`src/rtl/musa_key_conditioner.sv`:
```
// rtl/musa_key_conditioner.sv - key/switch sync, debounce, read trigger, selector and core clock-enable
module musa_key_conditioner #(
  parameter int DEBOUNCE_CYCLES = 500000,
  parameter int CNT_WIDTH       = 20,
  parameter int STEP_CNT_WIDTH  = 16
) (
  input  logic                      clk,
  input  logic                      rst_n,
  input  logic                      key_read_n,
  input  logic                      key_step_n,
  input  logic                      sw_seletor,
  input  logic                      sw_run,
  output logic                      read_pulse,
  output logic                      seletor_out,
  output logic                      core_en,
  output logic [STEP_CNT_WIDTH-1:0] step_count
);

  // Bit order of the conditioned inputs: 0 read key, 1 step key, 2 selector, 3 run.
  localparam logic [3:0]           KEY_INVERT = 4'b0011;
  localparam logic [CNT_WIDTH-1:0] DB_LAST    = CNT_WIDTH'(DEBOUNCE_CYCLES - 1);

  typedef enum logic [1:0] {
    ST_RUN       = 2'd0,
    ST_STEP_IDLE = 2'd1,
    ST_STEP_FIRE = 2'd2
  } state_t;

  logic [3:0]           raw_in;
  logic [3:0]           sync1;
  logic [3:0]           sync2;
  logic [3:0]           sample;
  logic [3:0]           stable;
  logic [1:0]           key_q;
  logic [CNT_WIDTH-1:0] db_cnt [4];
  logic                 step_evt;
  logic                 run_lvl;
  state_t               state;
  state_t               state_nxt;

  assign raw_in      = {sw_run, sw_seletor, key_step_n, key_read_n};
  // Keys are active low on the board; after inversion 1 means pressed.
  assign sample      = sync2 ^ KEY_INVERT;
  assign seletor_out = stable[2];
  assign run_lvl     = stable[3];

  // Two-flop synchroniser for every raw input.
  always_ff @(posedge clk or negedge rst_n) begin
    if (!rst_n) begin
      sync1 <= '0;
      sync2 <= '0;
    end else begin
      sync1 <= raw_in;
      sync2 <= sync1;
    end
  end

  // Per-input debounce: a level must differ for DEBOUNCE_CYCLES consecutive samples to be accepted.
  always_ff @(posedge clk or negedge rst_n) begin
    if (!rst_n) begin
      stable <= '0;
      for (int i = 0; i < 4; i++) db_cnt[i] <= '0;
    end else begin
      for (int i = 0; i < 4; i++) begin
        if (sample[i] == stable[i]) begin
          db_cnt[i] <= '0;
        end else if (db_cnt[i] == DB_LAST) begin
          stable[i] <= ~stable[i];
          db_cnt[i] <= '0;
        end else begin
          db_cnt[i] <= db_cnt[i] + 1'b1;
        end
      end
    end
  end

  // Registered rising-edge detect on the debounced keys; releases give no event.
  always_ff @(posedge clk or negedge rst_n) begin
    if (!rst_n) begin
      key_q      <= '0;
      read_pulse <= 1'b0;
      step_evt   <= 1'b0;
    end else begin
      key_q      <= stable[1:0];
      read_pulse <= stable[0] & ~key_q[0];
      step_evt   <= stable[1] & ~key_q[1];
    end
  end

  // Core-enable FSM state register.
  always_ff @(posedge clk or negedge rst_n) begin
    if (!rst_n) state <= ST_STEP_IDLE;
    else        state <= state_nxt;
  end

  // Next state: step events outside STEP_IDLE, or while the reader owns memory, are dropped.
  always_comb begin
    state_nxt = state;
    case (state)
      ST_RUN:       if (!run_lvl) state_nxt = ST_STEP_IDLE;
      ST_STEP_IDLE: begin
        if (run_lvl)                        state_nxt = ST_RUN;
        else if (step_evt && !seletor_out)  state_nxt = ST_STEP_FIRE;
      end
      ST_STEP_FIRE: state_nxt = ST_STEP_IDLE;
      default:      state_nxt = ST_STEP_IDLE;
    endcase
  end

  // Core enable: active in RUN and STEP_FIRE unless the LCD reader holds the memory port.
  always_comb begin
    core_en = 1'b0;
    if ((state == ST_RUN || state == ST_STEP_FIRE) && !seletor_out) core_en = 1'b1;
  end

  // Count of executed core cycles; wraps naturally.
  always_ff @(posedge clk or negedge rst_n) begin
    if (!rst_n)       step_count <= '0;
    else if (core_en) step_count <= step_count + 1'b1;
  end

endmodule

```
`config.mk`:
```
export PLATFORM = sky130hd
export DESIGN_NAME = musa_key_conditioner
export DESIGN_NICKNAME = d
export VERILOG_FILES = /design/src/rtl/musa_key_conditioner.sv
export SDC_FILE = /design/constraint.sdc
export NUM_CORES = 1
export LEC_CHECK = 0
export CAP_MARGIN = 0
export CORE_ASPECT_RATIO = 0.9
export CORE_MARGIN = 1.5
export CORE_UTILIZATION = 29
export DETAILED_ROUTE_END_ITERATION = 8
export PLACE_DENSITY_LB_ADDON = 0.25
export RECOVER_POWER = 100
export SLEW_MARGIN = 40
export SYNTH_ARGS = -nofsm -noshare
export SYNTH_HDL_FRONTEND = slang
export SYNTH_SLANG_ARGS = --single-unit
```
`constraint.sdc`:
```
create_clock -name clk -period 6.4 [get_ports clk]
set_clock_uncertainty 0.15 [all_clocks]
set_input_delay 0.64 -clock clk [delete_from_list [all_inputs] [get_ports clk]]
set_output_delay 0.64 -clock clk [all_outputs]
set_load 0.01 [all_outputs]
```
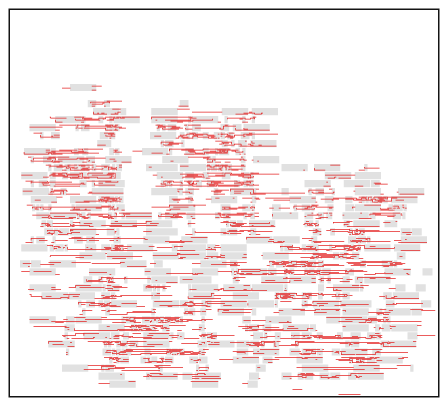
Fig. 1. Met1 routing (run 1).
Cells faint in the background.
nets with wire on the layer: 520
share of all routed wire: 48%
main direction: horizontal
wire length on this layer: 4920 µm
longest straight run: 31.3 µm
vias: 3773
met1 Track Usage GR: 0.154
final WL: 10.2 mm

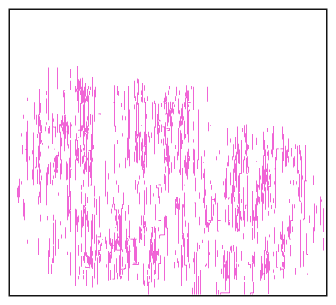
Fig. 2. Met2 routing (run 1).
wire length on this layer: 4770 µm
nets with wire on the layer: 457
longest straight run: 35.4 µm

==> changes_impl.md, run 1 <==
### Metrics

* Residual DRC count at 0
* Setup crit start: db_cnt[20]$_DFF_PN0_
* Floorplan Nets at approximately 520
* Netlist cell types at roughly 46
* Crit path max fanout at 10
* Core footprint at roughly 18000 µm²
* OpenROAD warning count at 26
* Hold EP: sync2[1]$_DFF_PN0_
* Static leakage at between 2 and 3 nW
* Final Cycle Share at 0.575
* Antenna violations before repair at 0
* Post-Synth AOI/OAI Area at 0.0498
* PortBufs at 24
* Setup repair bufs after CTS at 0
* Post-Syn Area per Cell at between 10 and 15 µm²
* Gpl congestion at just under 0.8
* Adder share at 0.0118
* Vias per std cell at 4.74
* Clk pin slew, worst setup/hold paths at around 0.06 ns
* Wire per inst at about 13 µm
* CP bufs+invs at 1
* VDD IR max at ~200 µV
* Number of synthesized flops with an enable pin at 0
* Syn Std Cell Area at roughly 5300 µm²
* Post-synth area hogs: dfrtp_1, xnor2_1, nor2_1
* Fin area at roughly 6400 µm²
* P_seq at about 0.00074 W
* Highest metal used: met4
* DR iter-0 viols at ~140
* RSZ-0062 raised after global routing: no
* Largest area contributor in the netlist: dfrtp_1
* CTS tree: built
* Nets@finish at between 500 and 600
* Pre-CTS setup slack at around 3.8 ns
* Worst Path Class, Setup: reg -> reg
* Reg power frac at 0.397
* Yosys xor share at 0.124
* Die width at roughly 150 µm
* Slew HR at -0.610
* DPL Wire Length at about 7 mm
* Area share of the largest cell type after synthesis at 0.535
* Fmax at approximately 0.27 GHz
* Placed cells at approximately 760
* Kind of cell adding the most delay to the critical path: AND-OR/OR-AND gates
* Sw frac at 0.200
* Wl on met1 at between 4 and 5 mm
* Setup TNS Final at 0 ns
* CP max stage cell: o41ai_1
* Clock-net power at approximately 0.0011 W
* Hold Crit Class: reg -> reg
* Final worst slack at 2.72 ns
* Clock network fraction of total power at 0.582
* Worst reg2reg path depth at 6
* Cells in synth_stat.txt at 506
* Initial Utilization at 0.298
* Failing checks: capacitance limit, slew limit
* Ys flop type: dfrtp_1
* Highest-power group: the clock network
* Simple share at 0.243
* Fin. max-slew vios at ~76
* Fraction of layout cells with a size suffix above 1 at 0.0737
* Ports at 25
* Number of cells on the worst hold path at 0
* P_int at 0.00149 W
* FP Rows at approximately 46
* Clock Tree Root: clkbuf_16
* Yosys warns at 0
* Slowest cell delay on critical path at roughly 1.4 ns
* Net Switching at 0.000372 W
* Met3 WL at a little over 300 µm
* Launching point of the worst reg2reg path: db_cnt[20]$_DFF_PN0_
* Fillers at 1794
* WP data arrival at 3.81 ns
* Reg-to-reg endpoint: db_cnt[36]$_DFF_PN0_
* Dominant non-sequential cell family after synthesis: simple AND/OR/NAND/NOR gates
* First-pass DRT Iterations at 4
* WP depth at 6
* Total power at between 0.0015 and 0.002 W
* Status: finished, violations left
* Grt ovf at 0
* Vias in the first global route at ~3800
* Synth Instances at 506
* First-pass GRT wire length at about 18 mm
* Yosys reg bits at between 100 and 150
* Setup crit end: db_cnt[36]$_DFF_PN0_
* Logic gate share of total power at 0.021
* Max-cap check violation count at 3
* Largest net degree at the start of global routing at ~71
* Endpoints failing setup at 0
* Post-synth ARST share at 1.00
* Comb pwr at approximately 0.00004 W
* Post-CTS Hold Buffers at 0
* R2R Setup Slk at 2.72 ns
* Worst-skew pair later-pin latency at ~0.42 ns
* N_diodes at 0
* Yosys chip area at around 5300 µm²
* Hold_sp: sync1[1]$_DFF_PN0_
* Post-synth seq share at 0.540
* Mux share at 0.0102
* CP cell instances: ha_1, nand4_1, or4_1, o41ai_1, clkbuf_1, nor2_1
* Crit. End Element: flop
* Layout area overhead at 21.5%
* CTS Buf Count at 17
* CTS Buffer Depth at 2
* H-tree lvl count at 4
* Final core occ at 0.362
* ANT nets after route at 0
* Placed cell area at approximately 5800 µm²
* WL met2 at between 4 and 5 mm
* Worst setup SP type: flop
* Final cell count without fillers at slightly below 800
* Worst slew pin tran at 2.42 ns
* PwrDens at 290 nW/µm²
* WP data required at 6.53 ns
* Chip area at 19000 µm²
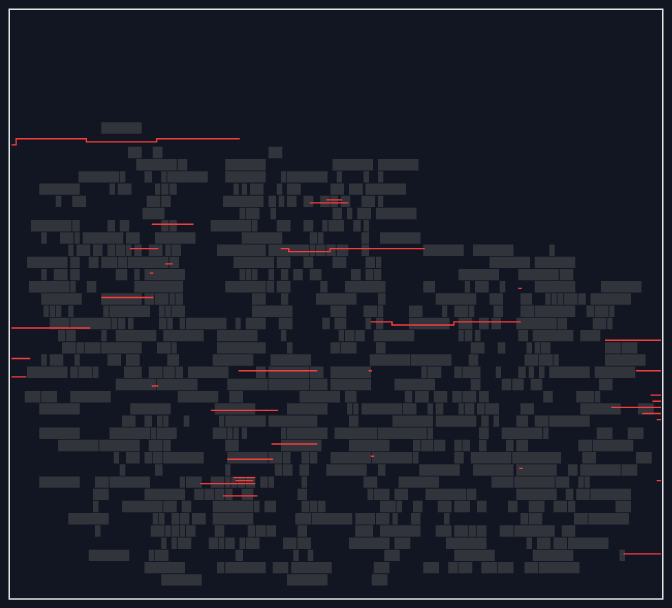
Fig. 3. Signal wires on met3 (run 1).
Cells faint in the background.
main direction: horizontal
wire length on this layer: 311 µm
share of all routed wire: 3.1%
nets with wire on the layer: 22
longest straight run: 20.9 µm
met3 usage: 0.0361

## run 1: cells in the mapped netlist (all sizes together) (8+ instances only)
master,instances
xnor2,51
nand4,30
nand2,28
nor3,16
a21oi,15
dfrtp,113
nor4,17
or4,8
inv,17
xor2,24
or3,12
nor2,78
o21ai,11
nand3,26
## run 1: cell usage in the layout, fill, tap and decap left out, types with 2 or more instances in the layout
cell           Yosys  layout
o31ai_1            3       4
xnor2_1           51      51
clkbuf_1           4       2
and3_1             5       5
nor3_1            16      16
o41ai_1            1       2
ha_1               5       5
dlygate4sd3_1      0      23
bufinv_16          0       6
a21oi_1           15      15
or2_2              2       2
nor4_1            17      17
or4b_1             3       3
xor2_1            24      24
or4_1              7       8
or3_1             12      12
nand4_1           29      30
inv_1             17      17
mux2i_1            2       2
o21ai_0           11      11
clkbuf_8           0       2
nor2_1            78      78
and2_1             4       3
mux2_2             3       3
nand2_1           28      28
clkinvlp_4         0       2
clkinv_4           0       3
dfrtp_1          113     113
nor4b_1            3       3
clkbuf_16          0      17
and4_1             6       6
nand3_1           26      26
clkinv_2           0       2
o21bai_1           1       2
## run 1: registers in the layout (all words and copies together) (netlist names)
name        count
sync2           4
step_count     16
sync1           4
db_cnt         80
key_q           2
read_pulse      1
step_evt        1
state           2
stable          4
## run 1: routing by layer
layer,vias to the layer above,track usage
li1,1856,-
met1,1855,0.154
met2,46,0.187
met3,16,0.0361
met4,0,0.0522
met5,-,0
## run 1: final cells by class
| class | count | area [µm²] | area share |
|---|---|---|---|
| multi-input combinational | 367 | 2270 | 0.353 |
| timing repair buffer | 26 | 249 | 0.0388 |
| clock buffer | 19 | 453 | 0.0706 |
| tap | 240 | 300 | 0.0468 |
| clock inverter | 13 | 231 | 0.0361 |
| inverter | 17 | 63.8 | 0.00994 |
| sequential | 114 | 2850 | 0.445 |
Fig. 4: run 1, routing congestion map
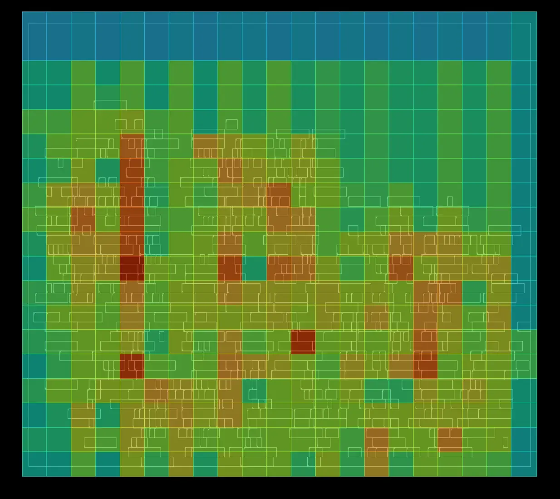

==> inputs of run 2 (changes only) <==
==> constraint.sdc (replaced) <==
create_clock -name clk -period 3.7 [get_ports clk]
set_clock_uncertainty 0.15 [all_clocks]
set_input_delay 0.37 -clock clk [delete_from_list [all_inputs] [get_ports clk]]
set_output_delay 0.37 -clock clk [all_outputs]
set_load 0.01 [all_outputs]
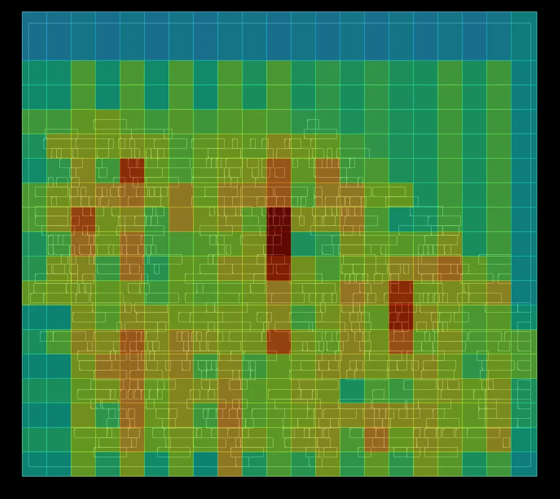
Fig. 5. Routing congestion map (run 2).
GR peak layer: met2
met3 usage: 0.0323
wire per inst: 12.8 µm
gr usage total: 0.120

==> changes_impl.md, run 2 <==
### Metrics

* Highest metal used: met4
* Gpl congestion at a little under 0.8
* Clock network fraction of total power at 0.564
* Reg power frac at 0.413
* Final Cycle Share at 0.808
* Worst reg2reg path depth at 7
* Netlist cell types at between 40 and 50
* P_int at approximately 0.0025 W
* Yosys chip area at 5280 µm²
* Mux share at 0.0102
* Yosys reg bits at between 100 and 150
* Placed cells at roughly 770
* Crit. End Element: flop
* Final cell count without fillers at about 800
* Core footprint at 17700 µm²
* Final core occ at 0.361
* Failing checks: capacitance limit, slew limit
* Slowest cell delay on critical path at 0.64 ns
* Post-Syn Area per Cell at about 10 µm²
* Syn Std Cell Area at ~5300 µm²
* Met3 WL at around 340 µm
* Most flop-heavy register: db_cnt
* Post-Synth AOI/OAI Area at 0.0498
* Worst slew pin tran at approximately 1.7 ns
* Post-CTS Hold Buffers at 1
* DPL Wire Length at ~7 mm
* Commonest cells post-synth: dfrtp_1, nor2_1, xnor2_1
* H-tree lvl count at 4
* Setup TNS Final at 0 ns
* Most instantiated logic cells after routing: dfrtp_1, nor2_1, xnor2_1
* Clock Tree Root: clkbuf_16
* Fin. max-slew vios at around 70
* Die width at about 150 µm
* Fmax at 0.334 GHz
* Number of synthesized flops with an enable pin at 0
* Worst setup SP type: flop
* Status: finished, violations left
* Simple share at 0.243
* Number of cells on the worst hold path at 0
* VDD IR max at about 290 µV
* Placed cell area at slightly below 6000 µm²
* Vias in the first global route at about 3800
* Total power at just over 0.003 W
* Cells in synth_stat.txt at between 500 and 600
* Residual DRC count at 0
* Pre-CTS setup slack at between 1 and 1.5 ns
* Vias per std cell at 4.74
* Commonest Layout Cell: dfrtp_1
* CP bufs+invs at 2
* WL met2 at ~4.6 mm
* Yosys warns at 0
* Launching point of the worst reg2reg path: db_cnt[20]$_DFF_PN0_
* Hold Crit Class: reg -> reg
* Clk pin slew, worst setup/hold paths at 0.05 ns
* Ports at 25
* Fin area at 6410 µm²
* PortBufs at 24
* Area share of the largest cell type after synthesis at 0.535
* Floorplan Nets at just over 500
* Post-synth area hogs: dfrtp_1, xnor2_1, nor2_1
* Synth Instances at 506
* OpenROAD warning count at 26
* Cell with the most instances after synthesis: dfrtp_1
* Max FFs per register at around 80
* Chip area at between 15000 and 20000 µm²
* ANT nets after route at 0
* Layout area overhead at 21.3%
* First-pass DRT Iterations at 5
* Max-cap check violation count at 1
* N_diodes at 0
* DR iter-0 viols at around 170
* Crit path max fanout at 8
* WP data required at 3.81 ns
* Fraction of layout cells with a size suffix above 1 at 0.0753
* PwrDens at 484 nW/µm²
* Adder share at 0.0118
* CTS Buffer Depth at 2
* FP Rows at around 46
* Post-synth ARST share at 1.00
* Logic gate share of total power at 0.023
* Vias at around 3800
* Post-synth seq share at 0.540
* Hold EP: sync2[1]$_DFF_PN0_
* Wl on met1 at just over 5 mm
* Antenna violations before repair at 0
* CP max stage cell: or4_1
* Final worst slack at between 0.7 and 0.8 ns
* Worst Path Class, Setup: reg -> reg
* WP data arrival at between 3 and 4 ns
* Kind of cell adding the most delay to the critical path: simple AND/OR/NAND/NOR gates
* Dominant non-sequential cell family after synthesis: simple AND/OR/NAND/NOR gates
* Largest area contributor in the netlist: dfrtp_1
* Endpoints failing setup at 0
* CTS Buf Count at 17
==> run 2: netlist changes by cell type in the layout (fill, tap and decap cells not counted), sizes merged <==
cell and change:
clkinvlp -1, bufinv -1, clkbuf +2, buf +1, dlygate4sd3 +1
==> run 2: worst max-delay path by stage <==
stage | slack, ns | cells past startpoint | endpoint | from
4_1_cts | 1.08 | 7 | db_cnt[37]$_DFF_PN0_ | db_cnt[20]$_DFF_PN0_
3_3_place_gp | 1.03 | 5 | db_cnt[25]$_DFF_PN0_ | db_cnt[20]$_DFF_PN0_
5_1_grt | 0.46 | 7 | db_cnt[32]$_DFF_PN0_ | db_cnt[20]$_DFF_PN0_
6_report | 0.71 | 7 | db_cnt[32]$_DFF_PN0_ | db_cnt[20]$_DFF_PN0_
2_1_floorplan | 1.42 | 6 | db_cnt[28]$_DFF_PN0_ | db_cnt[20]$_DFF_PN0_
3_5_place_dp | 1.13 | 7 | db_cnt[38]$_DFF_PN0_ | db_cnt[20]$_DFF_PN0_
==> run 2: layout make-up <==
class / instances / area [µm²]
clock buffer: 19 / 443
clock inverter: 11 / 186
fill: 1783 / 11300
inverter: 17 / 63.8
multi-input combinational: 367 / 2280
sequential: 114 / 2850
tap: 240 / 300
timing repair buffer: 30 / 274
==> run 2: power by group through the flow <==
stage                     combinational [W]  clock [W]  sequential, W
after CTS                         0.0000798    0.00179        0.00128
after floorplan                   0.0000363          0        0.00130
after detailed placement          0.0000774          0        0.00130
after global placement            0.0000739          0        0.00130
after global routing              0.0000859    0.00185        0.00128
final                             0.0000716    0.00175        0.00128
==> run 2: layer usage <==
| metal | track usage | vias to the layer above |
|---|---|---|
| met5 | 0 | - |
| met4 | 0.0522 | 0 |
| met3 | 0.0323 | 11 |
| met2 | 0.182 | 44 |
| met1 | 0.161 | 1851 |
| li1 | - | 1875 |
Power figures rest on the tool's default switching activity, not on a simulated workload.
